Figure 1. I/O nets highlighted (run 1).
Scale bar: 20 µm.
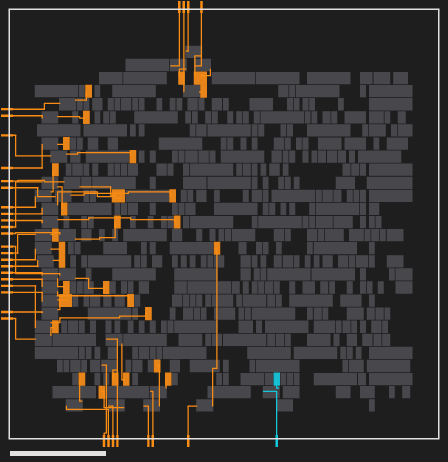
Figure 2. Sequential cells colored by netlist name (run 1).
Scale bar: 20 µm. Other sequential cells in the stronger gray, the rest of the logic in the fainter gray.
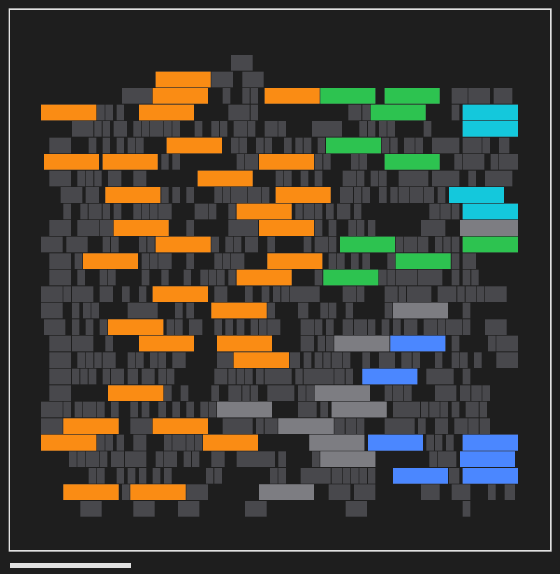
Figure 3. Congestion heat map (run 1).
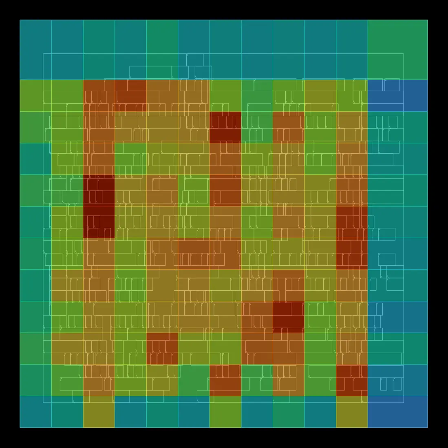
### src/rtl/hbif_pkg.sv
// Shared HBIF definitions: sync byte, status bit positions, frame FSM states.
package hbif_pkg;

  localparam logic [7:0] HBIF_SYNC_BYTE = 8'hA5;
  localparam int         HBIF_ST_ERR    = 0;
  localparam int         HBIF_ST_WR     = 1;

  typedef enum logic [2:0] {
    ST_IDLE,
    ST_SYNC,
    ST_STATUS,
    ST_DATA,
    ST_CHK
  } frame_state_e;

  typedef enum logic {
    TX_IDLE,
    TX_ACTIVE
  } uart_state_e;

  function automatic logic [7:0] hbif_status(input logic wr, input logic err);
    logic [7:0] s;
    s              = '0;
    s[HBIF_ST_WR]  = wr;
    s[HBIF_ST_ERR] = err;
    return s;
  endfunction

endpackage

### src/rtl/hbif_uart_tx.sv
// 8N1 byte serializer, LSB first; a byte offered in the last cycle of a stop
// bit is taken immediately so consecutive bytes leave with no idle gap.
module hbif_uart_tx
  import hbif_pkg::*;
#(
  parameter int CLKS_PER_BIT = 87
) (
  input  logic       clk_i,
  input  logic       rst_ni,
  input  logic       byte_valid_i,
  input  logic [7:0] byte_i,
  output logic       byte_ready_o,
  output logic       tx_o
);

  localparam int CW = (CLKS_PER_BIT > 2) ? $clog2(CLKS_PER_BIT) : 1;

  uart_state_e   state;
  logic [8:0]    shift_q;
  logic [3:0]    bit_q;
  logic [CW-1:0] cyc_q;
  logic          tx_q;
  logic          bit_end;
  logic          last;

  assign bit_end      = (cyc_q == CW'(CLKS_PER_BIT - 1));
  assign last         = (state == TX_ACTIVE) && (bit_q == 4'd9) && bit_end;
  assign byte_ready_o = (state == TX_IDLE) || last;
  assign tx_o         = tx_q;

  // bit_q: 0 = start, 1..8 = data, 9 = stop; shift_q holds the bits still to go
  always_ff @(posedge clk_i or negedge rst_ni) begin
    if (!rst_ni) begin
      state   <= TX_IDLE;
      shift_q <= '0;
      bit_q   <= '0;
      cyc_q   <= '0;
      tx_q    <= 1'b1;
    end else if (byte_valid_i && byte_ready_o) begin
      state   <= TX_ACTIVE;
      shift_q <= {1'b1, byte_i};
      bit_q   <= '0;
      cyc_q   <= '0;
      tx_q    <= 1'b0;
    end else if (state == TX_ACTIVE) begin
      if (bit_end) begin
        cyc_q <= '0;
        if (bit_q == 4'd9) begin
          state <= TX_IDLE;
          tx_q  <= 1'b1;
        end else begin
          bit_q   <= bit_q + 4'd1;
          tx_q    <= shift_q[0];
          shift_q <= {1'b1, shift_q[8:1]};
        end
      end else begin
        cyc_q <= cyc_q + CW'(1);
      end
    end
  end

endmodule

### src/rtl/hbif_rsp_tx.sv
// HBIF response frame encoder: SYNC, STATUS, read data, optional checksum.
// Checksum byte and accumulator are built only with HBIF_RSP_CHKSUM_EN.
module hbif_rsp_tx
  import hbif_pkg::*;
#(
  parameter int CLKS_PER_BIT = 87,
  parameter int DATA_BYTES   = 4
) (
  input  logic                    clk_i,
  input  logic                    rst_ni,
  input  logic                    en_i,
  input  logic                    rsp_valid_i,
  output logic                    rsp_ready_o,
  input  logic                    rsp_err_i,
  input  logic                    rsp_write_i,
  input  logic [8*DATA_BYTES-1:0] rsp_data_i,
  output logic                    uart_tx_o,
  output logic                    busy_o
);

  localparam int CW = $clog2(DATA_BYTES + 1);

  frame_state_e            state;
  logic                    busy_q;
  logic [7:0]              status_q;
  logic [8*DATA_BYTES-1:0] data_q;
  logic [CW-1:0]           left_q;
`ifdef HBIF_RSP_CHKSUM_EN
  logic [7:0]              sum_q;
`endif
  logic                    accept;
  logic                    byte_valid;
  logic                    byte_ready;
  logic [7:0]              byte_d;

  // Valid/ready: a response transfers on a rising edge where rsp_valid_i and
  // rsp_ready_o are both high; valid is held upstream until that edge.
  assign rsp_ready_o = (state == ST_IDLE) && en_i;
  assign accept      = rsp_valid_i && rsp_ready_o;
  assign busy_o      = busy_q;

  // SYNC goes to the serializer on the handshake edge itself so the start bit
  // appears one cycle after acceptance.
  always_comb begin
    byte_valid = 1'b0;
    byte_d     = HBIF_SYNC_BYTE;
    unique case (state)
      ST_IDLE: begin
        byte_valid = accept;
        byte_d     = HBIF_SYNC_BYTE;
      end
      ST_SYNC: begin
        byte_valid = 1'b1;
        byte_d     = status_q;
      end
      ST_STATUS, ST_DATA: begin
        if (left_q != '0) begin
          byte_valid = 1'b1;
          byte_d     = data_q[7:0];
        end
`ifdef HBIF_RSP_CHKSUM_EN
        else begin
          byte_valid = 1'b1;
          byte_d     = 8'd0 - sum_q;
        end
`endif
      end
      default: begin
        byte_valid = 1'b0;
        byte_d     = HBIF_SYNC_BYTE;
      end
    endcase
  end

  // state names the byte currently on the line; advance when the serializer
  // takes the next byte or finishes the last stop bit
  always_ff @(posedge clk_i or negedge rst_ni) begin
    if (!rst_ni) begin
      state    <= ST_IDLE;
      busy_q   <= 1'b0;
      status_q <= '0;
      data_q   <= '0;
      left_q   <= '0;
`ifdef HBIF_RSP_CHKSUM_EN
      sum_q    <= '0;
`endif
    end else begin
      unique case (state)
        ST_IDLE: begin
          if (accept) begin
            state    <= ST_SYNC;
            busy_q   <= 1'b1;
            status_q <= hbif_status(rsp_write_i, rsp_err_i);
            data_q   <= rsp_data_i;
            left_q   <= (!rsp_write_i && !rsp_err_i) ? CW'(DATA_BYTES) : '0;
`ifdef HBIF_RSP_CHKSUM_EN
            sum_q    <= hbif_status(rsp_write_i, rsp_err_i);
`endif
          end
        end
        ST_SYNC: begin
          if (byte_ready) state <= ST_STATUS;
        end
        ST_STATUS, ST_DATA: begin
          if (byte_ready) begin
            if (left_q != '0) begin
              state  <= ST_DATA;
              data_q <= data_q >> 8;
              left_q <= left_q - CW'(1);
`ifdef HBIF_RSP_CHKSUM_EN
              sum_q  <= sum_q + data_q[7:0];
`endif
            end else begin
`ifdef HBIF_RSP_CHKSUM_EN
              state  <= ST_CHK;
`else
              state  <= ST_IDLE;
              busy_q <= 1'b0;
`endif
            end
          end
        end
        ST_CHK: begin
          if (byte_ready) begin
            state  <= ST_IDLE;
            busy_q <= 1'b0;
          end
        end
        default: begin
          state  <= ST_IDLE;
          busy_q <= 1'b0;
        end
      endcase
    end
  end

  hbif_uart_tx #(
    .CLKS_PER_BIT(CLKS_PER_BIT)
  ) u_uart_tx (
    .clk_i       (clk_i),
    .rst_ni      (rst_ni),
    .byte_valid_i(byte_valid),
    .byte_i      (byte_d),
    .byte_ready_o(byte_ready),
    .tx_o        (uart_tx_o)
  );

endmodule

### config.mk
export PLATFORM = sky130hd
export DESIGN_NAME = hbif_rsp_tx
export DESIGN_NICKNAME = d
export VERILOG_FILES = /design/src/rtl/hbif_pkg.sv /design/src/rtl/hbif_uart_tx.sv /design/src/rtl/hbif_rsp_tx.sv
export SDC_FILE = /design/constraint.sdc
export NUM_CORES = 1
export LEC_CHECK = 0
export ABC_AREA = 1
export CAP_MARGIN = 5
export CORE_MARGIN = 5
export CORE_UTILIZATION = 55
export DETAILED_ROUTE_END_ITERATION = 7
export PLACE_DENSITY_LB_ADDON = 0.3
export RECOVER_POWER = 25
export SETUP_SLACK_MARGIN = 0.05
export SLEW_MARGIN = 5
export SYNTH_ARGS = -nofsm -noshare
export SYNTH_HDL_FRONTEND = slang
export SYNTH_HIERARCHICAL = 1
export SYNTH_SLANG_ARGS = --single-unit
### constraint.sdc
create_clock -name clk_i -period 5.7 [get_ports clk_i]
set_clock_uncertainty 0.1 [all_clocks]
set_input_delay 1.425 -clock clk_i [delete_from_list [all_inputs] [get_ports clk_i]]
set_output_delay 1.425 -clock clk_i [all_outputs]
set_load 0.01 [all_outputs]
==> run_results.csv, run 1 <==
group,metric,value,unit
route,wl,7360,µm
clock_network,cts_tree,"yes",
placed_design,hpwl,4805,µm
run,drv_cap,1,
die,fp-row-count,28,
outcome,violations,"capacitance limit, slew limit",
power,clockPowerShare,41.7,%
die,dieWidth,88.95,µm
clock_network,numClockSinks,62,
power,p_leak,2.116,nW
clock_network,clkTransAtPathRegs,60,ps
grt,grt_start_max_net_pins,63,
critical_path,worstPathArrival,3840,ps
route,dr.pass1.iters,4,
run,warning_count,29,
layout,fin_nets,531,
synth,syn_area_per_cell,7.518,µm²
sta,rsz0062_at_grt,"no",
critical_path,crit_family,"buffers and inverters",
critical_path,crit_type,"in -> async",
power,ir_drop,0.1839,mV
sta,maxSlewHeadroom,-118.7,%
layout,drive_gt1_share,8.740,%
route,detail-route-antenna-nets,0,
outcome,status,"complete, but fails checks",
critical_path,critical_path.max_stage_delay,2300,ps
grt,antenna_found_initial,0,
placed_design,dpl_cell_area,3784,µm²
grt,grt_overflow_total,0,
synth,yosys_area,3428,µm²
sta,drv_slew,63,
critical_path,r2r_slack,2960,ps
-- Figure 1 (at the start) --
color	port	direction	edge	end cells	buffers	wire
orange	`rsp_data_i`	input	21 left, 7 bottom, 4 top	32	32	603 µm
cyan	`rsp_write_i`	input	bottom	1	1	14.4 µm

-- Figure 2 (at the start) --
color	signal	flops
cyan	`u_uart_tx/bit_q`	4
blue	`u_uart_tx/cyc_q`	7
green	`u_uart_tx/shift_q`	9
orange	`data_q`	32
not colored	10

-- Figure 3 (at the start) --
Routed wire per std cell: 12.98 µm
GR Util met2: 37.04%
GR met1 Demand/Resource: 25.65%

[run 1: final timing paths]
path                                 startpoint                    to
max                                      rst_ni             data_q[7]
min                        u_uart_tx/shift_q[8]  u_uart_tx/shift_q[8]
max reg2reg                  u_uart_tx/cyc_q[0]             data_q[5]
min reg2reg                u_uart_tx/shift_q[8]  u_uart_tx/shift_q[8]
max in group clk_i                         en_i           rsp_ready_o
min in group asynchronous                rst_ni    u_uart_tx/cyc_q[3]
[run 1: synth_stat cells (all sizes together)]
| cell | count | area [µm²] |
|---|---|---|
| dfstp | 1 | 26.28 |
| ha | 6 | 75.07 |
| xnor2 | 1 | 8.760 |
| xor2 | 5 | 43.79 |
| o22ai | 2 | 18.77 |
| buf | 23 | 156.4 |
| a21oi | 3 | 15.01 |
| nand4 | 42 | 262.8 |
| o21ai | 10 | 57.56 |
| nand2 | 216 | 843.3 |
| nor2 | 29 | 116.4 |
| nor3 | 3 | 20.02 |
| nand3 | 15 | 102.6 |
| or2 | 1 | 6.260 |
| inv | 37 | 141.4 |
| dfrtp | 61 | 1526 |
| nand3b | 1 | 7.510 |
[run 1: cell families after synthesis]
family / Yosys count / share of synthesized area [%]
adder cells (fa/ha/maj): 6 / 2.190
AND-OR/OR-AND: 15 / 2.664
buffers and inverters: 60 / 8.686
flip-flops: 62 / 45.29
XOR/XNOR: 6 / 1.533
AND/OR/NAND/NOR: 307 / 39.63
[run 1: layer usage]
layer / vias to the layer above / GRT usage, % / routed length [µm]
met5: - / 0 / 0
met4: 0 / 6.901 / 92
met3: 9 / 5.899 / 372
met2: 70 / 37.04 / 3728
met1: 1390 / 25.65 / 3167
li1: 1512 / - / -
[run 1: layout make-up]
class | instances | share of cell area (%)
clock buffer | 12 | 3.674
clock inverter | 4 | 0.6335
inverter | 37 | 3.579
multi-input combinational | 334 | 39.94
sequential | 62 | 39.31
tap | 75 | 2.376
timing repair buffer | 43 | 10.48
[run 1: power groups by stage]
stage               Sequential, mW  Clock (mW)  Combinational (mW)
floorplan                    0.450           0             0.00266
finish                       0.441       0.342              0.0378
CTS                          0.441       0.349              0.0390
global placement             0.450           0              0.0387
global route                 0.441       0.368              0.0419
detailed placement           0.450           0              0.0389
[run 1: flip-flops by register name, summed over array words and instances, names as in the netlist]
| name | flops |
|---|---|
| u_uart_tx/cyc_q | 7 |
| left_q | 3 |
| data_q | 32 |
| u_uart_tx/state | 1 |
| u_uart_tx/bit_q | 4 |
| status_q | 2 |
| u_uart_tx/tx_o | 1 |
| state | 2 |
| busy_o | 1 |
| u_uart_tx/shift_q | 9 |
[run 1: metrics by stage]
step                util [%]  hold slack [ps]  instances
global placement       63.16            351.2        551
detailed placement     63.16            352.2        551
global route           65.94            378.3        567
finish                 65.94            362.2        567
floorplan                  -            333.9        456
CTS                    66.00            369.3        567
Figure 4. Gate-type map (run 1).
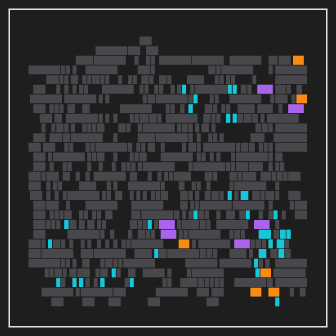

==> run 1 -> run 2 <==
clock period = 4.25 ns   (was 5.7 ns; I/O delays follow)
Figure 5. Gate-type map (run 2).
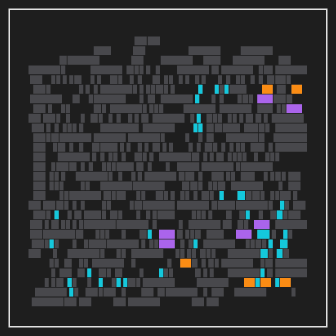
color	family	cells	most used
purple	fa/ha/maj cells	6	ha_1
orange	xor and xnor cells	6	xor2_1
cyan	nor cells	32	nor2_1

Figure 6. Sequential cells colored by netlist name (run 2).
Scale bar: 20 µm. Other sequential cells in the stronger gray, the rest of the logic in the fainter gray.
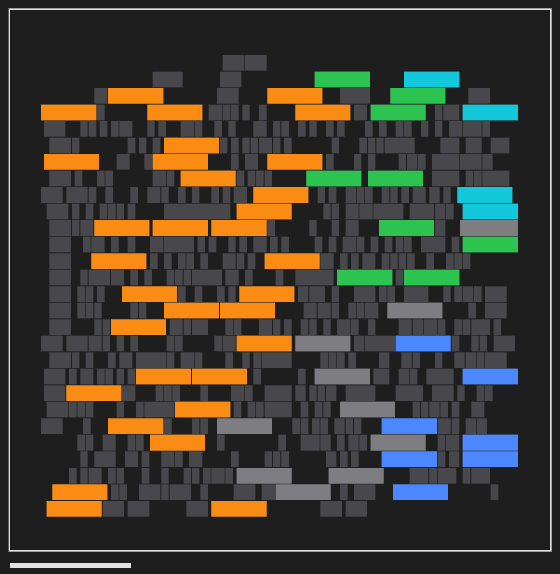
color	signal	flops
cyan	`u_uart_tx/bit_q`	4
blue	`u_uart_tx/cyc_q`	7
orange	`data_q`	32
green	`u_uart_tx/shift_q`	9
fin util: 66.50%
seq pwr: 0.592 mW
Flop area: 1553 µm²

==> run 2 against run 1 <==
The run still ends with capacitance limit, slew limit left. Combinational power is 35% higher. Design area is 0.86% higher. Sequential power is 34% higher. Non-clock buffer count stayed put. First-iteration DRC count is 16% higher. Via count is 1.2% higher. Utilization is 0.56 points higher. Register-to-register slack worse by 1500 ps. Cell count stayed put. Critical path type is now in -> out. Critical endpoint is now rsp_ready_o. Largest power group unchanged.
==> run_results.csv, run 2 <==
group,metric,value,unit
critical_path,crit_type,"in -> out",
outcome,violations,"capacitance limit, slew limit",
layout,top_register,"data_q",
sta,hold_ws,369.2,ps
grt,grt_overflow_total,0,
route,avgRoutedWirePerCell,12.94,µm
synth,edf_count,0,
synth,yosys-top-cells-area,"dfrtp_1 45%, nand2_1 23%, nand4_1 7.7%, inv_1 3.3%, nor2_1 2.8%",
layout,fin_cells,567,
clock_network,numClockSinks,62,
die,dieWidth,88.95,µm
critical_path,worstPathArrival,2250,ps
route,wl,7338,µm
grt,grt_start_max_net_pins,44,
synth,common_cells,"209 x nand2_1, 61 x dfrtp_1, 42 x nand4_1",
sta,rsz0062_at_grt,"no",
outcome,status,"complete, but fails checks",
placed_design,placed_cells,551,
grt,antenna_found_initial,0,
power,p_leak,2.134,nW
synth,yosys_area,3428,µm²
synth,top_area_share,44.53,%
synth,ff_type,"dfrtp_1",
synth,synthArstFlopShare,100.0,%
synth,top_area_cell,"dfrtp_1",
sta,drv_slew,44,
run,warning_count,29,
run,drv_cap,1,
placed_design,hpwl,4861,µm
route,detail-route-antenna-nets,0,
synth,post-synth-top-count-cell,"nand2_1",
die,fp-row-count,28,
clock_network,clkTransAtPathRegs,70,ps
## run 2: area by class of cell
type / instances / area (µm²)
repair buffers: 43 / 416.7
flip-flops and latches: 62 / 1553
clock buffers: 13 / 158.9
fillers: 580 / 2007
clock inverters: 3 / 42.54
multi-input cells: 334 / 1578
inverters: 37 / 141.4
well taps: 75 / 93.84
## run 2: routing by layer
layer | share of wire (%) | global-route usage (%) | wire length (µm) | vias up
met5 | 0 | 0 | 0 | -
li1 | - | - | - | 1508
met4 | 1.3 | 7.307 | 92 | 0
met2 | 51 | 37.58 | 3743 | 78
met1 | 43 | 25.33 | 3125 | 1425
met3 | 5.1 | 4.700 | 377 | 7
## run 2: path summary, 6_finish.rpt
| path | start | endpoint | slack [ps] | depth (start not counted) |
|---|---|---|---|---|
| setup / recovery | en_i | rsp_ready_o | 840 | 4 |
| hold / removal | left_q[1] | left_q[1] | 370 | 2 |
| setup reg to reg | u_uart_tx/cyc_q[0] | data_q[22] | 1480 | 11 |
| hold reg to reg | left_q[1] | left_q[1] | 370 | 2 |
| max in group asynchronous | rst_ni | data_q[23] | 1380 | 1 |
| min in group asynchronous | rst_ni | u_uart_tx/cyc_q[3] | 1330 | 1 |
## run 2: power breakdown
| group | switching, mW | internal, mW | leakage, nW |
|---|---|---|---|
| logic | 0.0194 | 0.0316 | 1.22 |
| clock network | 0.223 | 0.303 | 0.0996 |
| registers | 0.000851 | 0.591 | 0.815 |
## run 2: kinds of logic after synthesis
family	Yosys count	synth area share (%)
AND/OR/NAND/NOR	307	39.63
buffers and inverters	60	8.686
XOR/XNOR	6	1.533
AND-OR/OR-AND	15	2.664
flip-flops	62	45.29
adder cells (fa/ha/maj)	6	2.190
## run 2: through the flow
stage / power (mW) / instance area (µm²)
3_5_place_dp: 0.6555 / 3784
2_1_floorplan: 0.6068 / 3428
4_1_cts: 1.183 / 3985
3_3_place_gp: 0.6551 / 3784
6_report: 1.169 / 3984
5_1_grt: 1.210 / 3984
## run 2: critical path, cell delays in order
cell,delay [ps]
clkdlybuf4s50_1,470
inv_2,40
nor2_1,120
clkdlybuf4s50_1,550
Figure 7. I/O nets highlighted (run 2).
Scale bar: 20 µm.
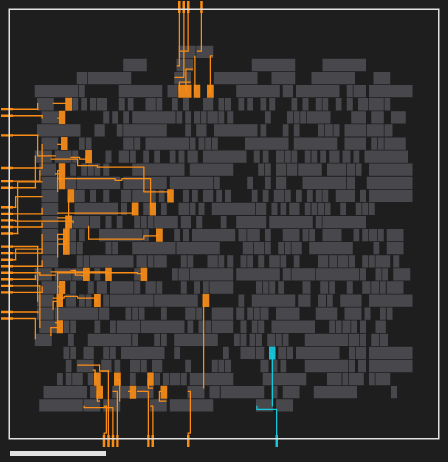

==> run 2 -> run 3 <==
CORE_UTILIZATION = 51   (was 55)
clock period = 2.9 ns   (was 4.25 ns; I/O delays follow)
Figure 8. I/O nets highlighted (run 3).
Scale bar: 20 µm.
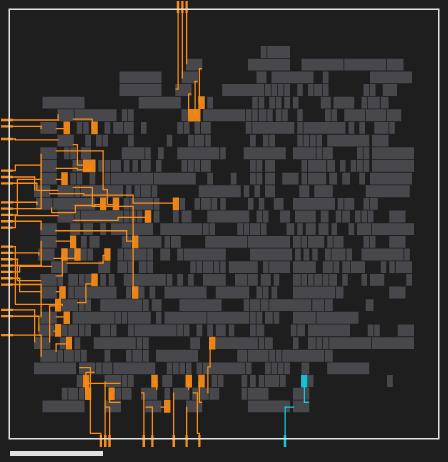
color	port	direction	edge	end cells	buffers	wire
orange	`rsp_data_i`	input	21 left, 8 bottom, 3 top	32	32	626 µm
cyan	`rsp_write_i`	input	bottom	1	1	13.6 µm

Figure 9. Congestion heat map (run 3).
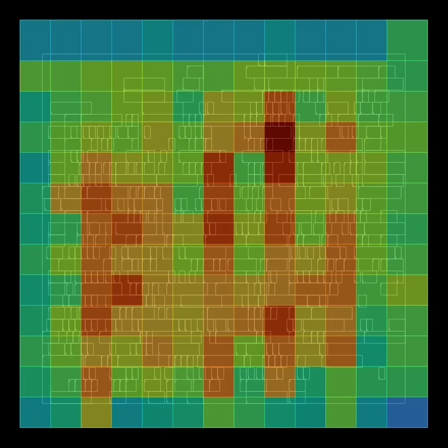
Routed wire per std cell: 13.09 µm
grt met3 use: 3.110%
most crowded layer after global routing: met2

==> run 3 against run 2 <==
Sequential share of layout area up 0.11 points. Wire length up 1.9%. Synthesized area did not move. Non-clock buffer count increased by 2. Die area grew 7.0%. Worst setup slack worse by 700 ps. Register-to-register slack worse by 1100 ps. Sequential power rose by 47%. Critical path depth is the same. Cell count rose by 0.71%. The run now ends clean.
==> run_results.csv, run 3 <==
group,metric,value,unit
synth,yosys-top-cells-area,"dfrtp_1 45%, nand2_1 23%, nand4_1 7.7%, inv_1 3.3%, nor2_1 2.8%",
critical_path,r2r-start,"u_uart_tx/bit_q[1]",
critical_path,crit_type,"in -> out",
critical_path,crit_family,"buffers and inverters",
grt,antenna_found_initial,0,
layout,regArea,1553,µm²
sta,maxSlewHeadroom,18.71,%
layout,drive_gt1_share,8.704,%
route,dr.pass1.iters,4,
hold_path,hp-start,"data_q[7]",
synth,xor_area_share,1.533,%
grt,grt_overflow_total,0,
grt,grt_start_max_net_pins,41,
power,ir_drop,0.2192,mV
synth,ys_sh_adder,2.190,%
synth,edf_count,0,
critical_path,critical_path.max_stage_delay,560,ps
layout,fin_nets,533,
critical_path,r2r_slack,390,ps
layout,stdcell_area,3973,µm²
critical_path,rr_endpoint,"data_q[21]",
die,fp-row-count,29,
synth,top_area_share,44.53,%
die,dieWidth,91.99,µm
hold_path,worstHoldPathCells,2,
hold_path,hold_path_end,"data_q[7]",
critical_path,cp_common_cell,"clkdlybuf4s50_1",
synth,yosys_area,3428,µm²
layout,nFillCells,597,
placed_design,dpl_cell_area,3826,µm²
clock_network,clkTransAtPathRegs,70,ps
outcome,status,"finished, final reports clean",
run,drv_cap,0,
synth,syn_area_per_cell,7.518,µm²
route,detail-route-antenna-nets,0,
sta,drv_slew,0,
critical_path,cp_cell_sequence,"clkdlybuf4s50_1 > inv_2 > nor2_1 > clkdlybuf4s50_1",
run,warning_count,29,
layout,largest_reg_flops,32,
synth,synth-compound-area-share,2.664,%
critical_path,timing.critical_path.from,"en_i",
[run 3: cell counts after synthesis]
Identical to the previous run, type by type.
[run 3: cells by family (layout without fill, tap and decap cells)]
family / after synthesis / after routing
compound gates: 15 / 15
buf+inv: 60 / 98
xor+xnor: 6 / 6
flops: 62 / 62
fa+ha+maj: 6 / 6
simple gates: 307 / 307
[run 3: cell type report]
class                           count  share of cell area [%]
Multi-Input combinational cell    334                   39.72
Sequential cell                    62                   39.09
Tap cell                           77                   2.425
Clock inverter                      2                  0.2520
Clock buffer                       14                   3.843
Timing Repair Buffer               45                   11.12
Inverter                           37                   3.559
[run 3: worst max-delay path by stage]
| stage | end | slack [ps] | cells past startpoint |
|---|---|---|---|
| floorplan | u_uart_tx/cyc_q[5] | 800 | 10 |
| global placement | rsp_ready_o | 170 | 4 |
| detailed placement | rsp_ready_o | 130 | 4 |
| CTS | rsp_ready_o | 130 | 4 |
| global route | data_q[2] | 60 | 2 |
| finish | rsp_ready_o | 140 | 4 |
[run 3: per-stage QoR]
| step | util, % | setup slack, ps | hold WS, ps | instances |
|---|---|---|---|---|
| after floorplan | - | 804.8 | 329.4 | 456 |
| after global placement | 59.24 | 168.8 | 351.0 | 555 |
| after detailed placement | 59.24 | 128.6 | 358.5 | 555 |
| after CTS | 61.76 | 129.0 | 278.4 | 571 |
| after global routing | 61.51 | 63.47 | 398.0 | 571 |
| final | 61.51 | 137.6 | 371.0 | 571 |
[run 3: power by group]
| part | internal (mW) | switching (mW) |
|---|---|---|
| registers | 0.867 | 0.00117 |
| logic | 0.0458 | 0.0287 |
| clock network | 0.332 | 0.321 |
| total | 1.24 | 0.351 |
[run 3: tightest hold or removal path, delay by kind of cell (launching register included)]
| kind | cells | cell delay, ps |
|---|---|---|
| flops | 1 | 350 |
| simple gates | 2 | 90 |
[run 3: per-layer routing]
layer  track usage, %  part of all wire, %
met1            25.09                   44
met2            32.73                   49
met3            3.110                  5.0
met4            7.426                  1.3
met5                0                    0
Power and IR drop assume default switching activity.
